==> config.mk <==
export PLATFORM = sky130hd
export DESIGN_NAME = pong_match_ctrl
export DESIGN_NICKNAME = d
export VERILOG_FILES = /design/src/rtl/pong_match_ctrl.sv
export SDC_FILE = /design/constraint.sdc
export NUM_CORES = 1
export LEC_CHECK = 0
export CORE_AREA = 2 2 75 77
export CTS_CLUSTER_DIAMETER = 50
export DETAILED_ROUTE_END_ITERATION = 6
export DIE_AREA = 0 0 77 79
export PLACE_DENSITY_LB_ADDON = 0.2
export SETUP_SLACK_MARGIN = 0.05
export SYNTH_ARGS = -nofsm -noshare
export SYNTH_HDL_FRONTEND = slang
export SYNTH_SLANG_ARGS = --single-unit
==> constraint.sdc <==
create_clock -name clk -period 3.8 [get_ports clk]
set_input_delay 0.76 -clock clk [delete_from_list [all_inputs] [get_ports clk]]
set_output_delay 0.76 -clock clk [all_outputs]
set_load 0.005 [all_outputs]
Figure 1. The metal 1 layer.
(4 px per micron) Supply wires on this layer in grey.
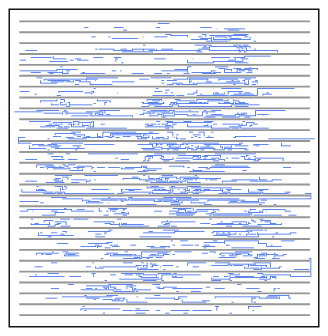
The wires run mostly horizontal. The longest straight run is 17.0 microns. The layer carries 2,780 microns of wire. 371 nets have wire on it. The layer holds 45% of the routed length.
met1 capacity usage during global routing: 27.4%
DR vias: 2,602
routed wire length: 6190 microns

Figure 2. Signal wires on met2.
(4 px per micron) Cells faint in the background.
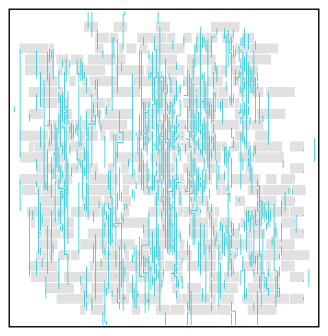
The longest straight run is 32.0 microns. 327 nets have wire on it.
met2 Track Usage GR: 38.1%

Figure 3. Metal 3.
(4 px per micron)
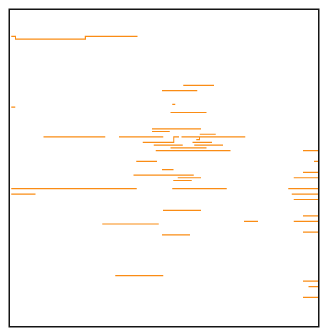
The wires run mostly horizontal. 33 nets have wire on it. The layer holds 5.8% of the routed length. The longest straight run is 31.1 microns.
met3 Use GR: 4.32%

Figure 4. Cell placement.
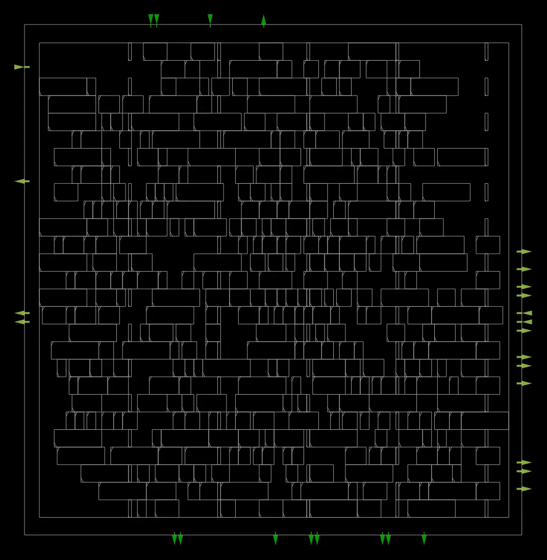
final core utilization: 63.1%
Flop Count: 56
Seq area share: 33.3%
final std cells w/o fill: 455

Figure 5. I/O pins on the die edge.
(4 px per micron) Pins as bars across the die edge, other pins in grey.
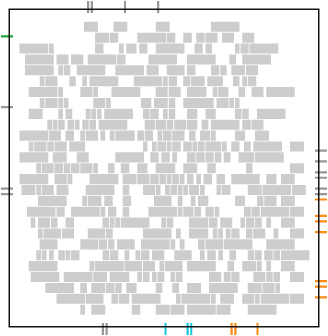
Orange is score, pins 10, direction output, edge 7 east, 3 south. Cyan is lives, pins 3, direction output, edge south. Green is clk, pins 1, direction input, edge west.
die extent in y: 79 microns
port buffer count: 28
DIE WIDTH: 77 microns

==> flow_summary.yaml <==
# physical design summary
setup_path:
  cp_data_required_time_ns: 3.04
  crit_type: "reg2out"
  slowest_stage: "or4_4"
  crit_arrival_ns: 2.26
  rr_worst_depth: 6
  max_stage_delay_ns: 0.56
  crit_cells: 5
yosys:
  synth_area_leader_cell: "dfxtp_1"
  synth.yosys.seq_area_share_pct: 38.0
  ys.flops: 56
  synth_cell_type_count: 55
clock_tree:
  cts_setup_buffers: 0
  cts_buffer_depth: 2
  clock-sinks: 56
  cts_tree: "built"
  numCtsBuffers: 5
  cts_max_level: 2
  clk_latency_ns: 0.31
  cts_hold_buf: 0
power_and_ir_drop:
  power.leakage_nw: 1.18
final_timing:
  hold_ws_ns: 0.415
  finalHoldViolCount: 0
  rsz0062_at_grt: "false"
  setup_violations: 0
status:
  status: "completed"
grt:
  grt_usage_pct: 22.1
  grt_max_degree: 24
final_layout:
  largest_register_ffs: 17
  inv_count: 15
  clkbuf_count: 7
  final_cell_mix: "56 x dfxtp_1, 46 x nor2_1, 28 x nand2_1, 28 x clkdlybuf4s50_1, 21 x nand3_1"
  nNetsFinal: 399
  layout-area-overhead-vs-synth_pct: 14.1
  diodes: 0
  num-fill-cells: 503
  dominant_cells: "multi-input combinational cells"
route:
  drtIter0Drc: 189
  first_pass_iters: 4
  avgRoutedWirePerCell_microns: 13.6
floorplanning:
  die_area_sq_um: 6080
  fp.coreArea_sq_um: 5340
  io_pins: 29
place:
  post-dp-hpwl_microns: 4420
worst reg2reg max path, stage by stage (launching register included):
cell      delay, ns
dfxtp_1        0.79
nor2b_1        0.44
nand2_1        0.17
o21ai_1        0.65
a2111o_1       0.26
a21oi_1        0.06
o221a_1        0.22
where the power goes:
part | internal (mW) | total (mW) | switching [mW]
Clock | 0.148 | 0.337 | 0.189
Combinational | 0.116 | 0.279 | 0.163
Sequential | 0.606 | 0.644 | 0.0377
Total | 0.871 | 1.26 | 0.390
per-layer routing:
layer	global-route usage, %	share of wire [%]
met4	8.57	1.6
met1	27.4	45
met2	38.1	48
met5	0	0
met3	4.32	5.8
synth_stat cells, types with 2 or more instances:
cell type and count:
a21oi_1 20, a22o_1 4, a22oi_1 2, a31o_2 2, a31oi_1 8, a41oi_1 2, and3_1 8, and4_1 2
buf_2 5, clkbuf_1 10, dfxtp_1 56, ha_1 11, inv_1 15, mux2i_1 3, nand2_1 28, nand2b_1 7
nand3_1 21, nand4_1 8, nor2_1 46, nor2b_1 3, nor3_1 12, nor3_2 2, nor3b_1 3, nor4_1 3
nor4b_1 4, o21ai_0 11, o22ai_1 2, o31ai_1 3, or2_2 8, or3_1 7, or4_1 2, xnor2_1 12
xor2_1 8
cell families (layout without fill, tap and decap cells):
kind of cell,after synthesis,in the layout
buffers and inverters,30,53
AND/OR/NAND/NOR,174,174
multiplexers,3,3
AND-OR/OR-AND,66,66
flip-flops,56,56
XOR/XNOR,20,20
adder cells (fa/ha/maj),11,11
through the flow:
step                      worst slack, ns  instance area [sq um]
after detailed placement             1.03                   3270
after floorplan                      1.69                   2950
after global routing                0.644                   3370
after global placement               1.13                   3270
after CTS                           0.764                   3370
final                               0.781                   3370
Power and IR drop assume default switching activity.
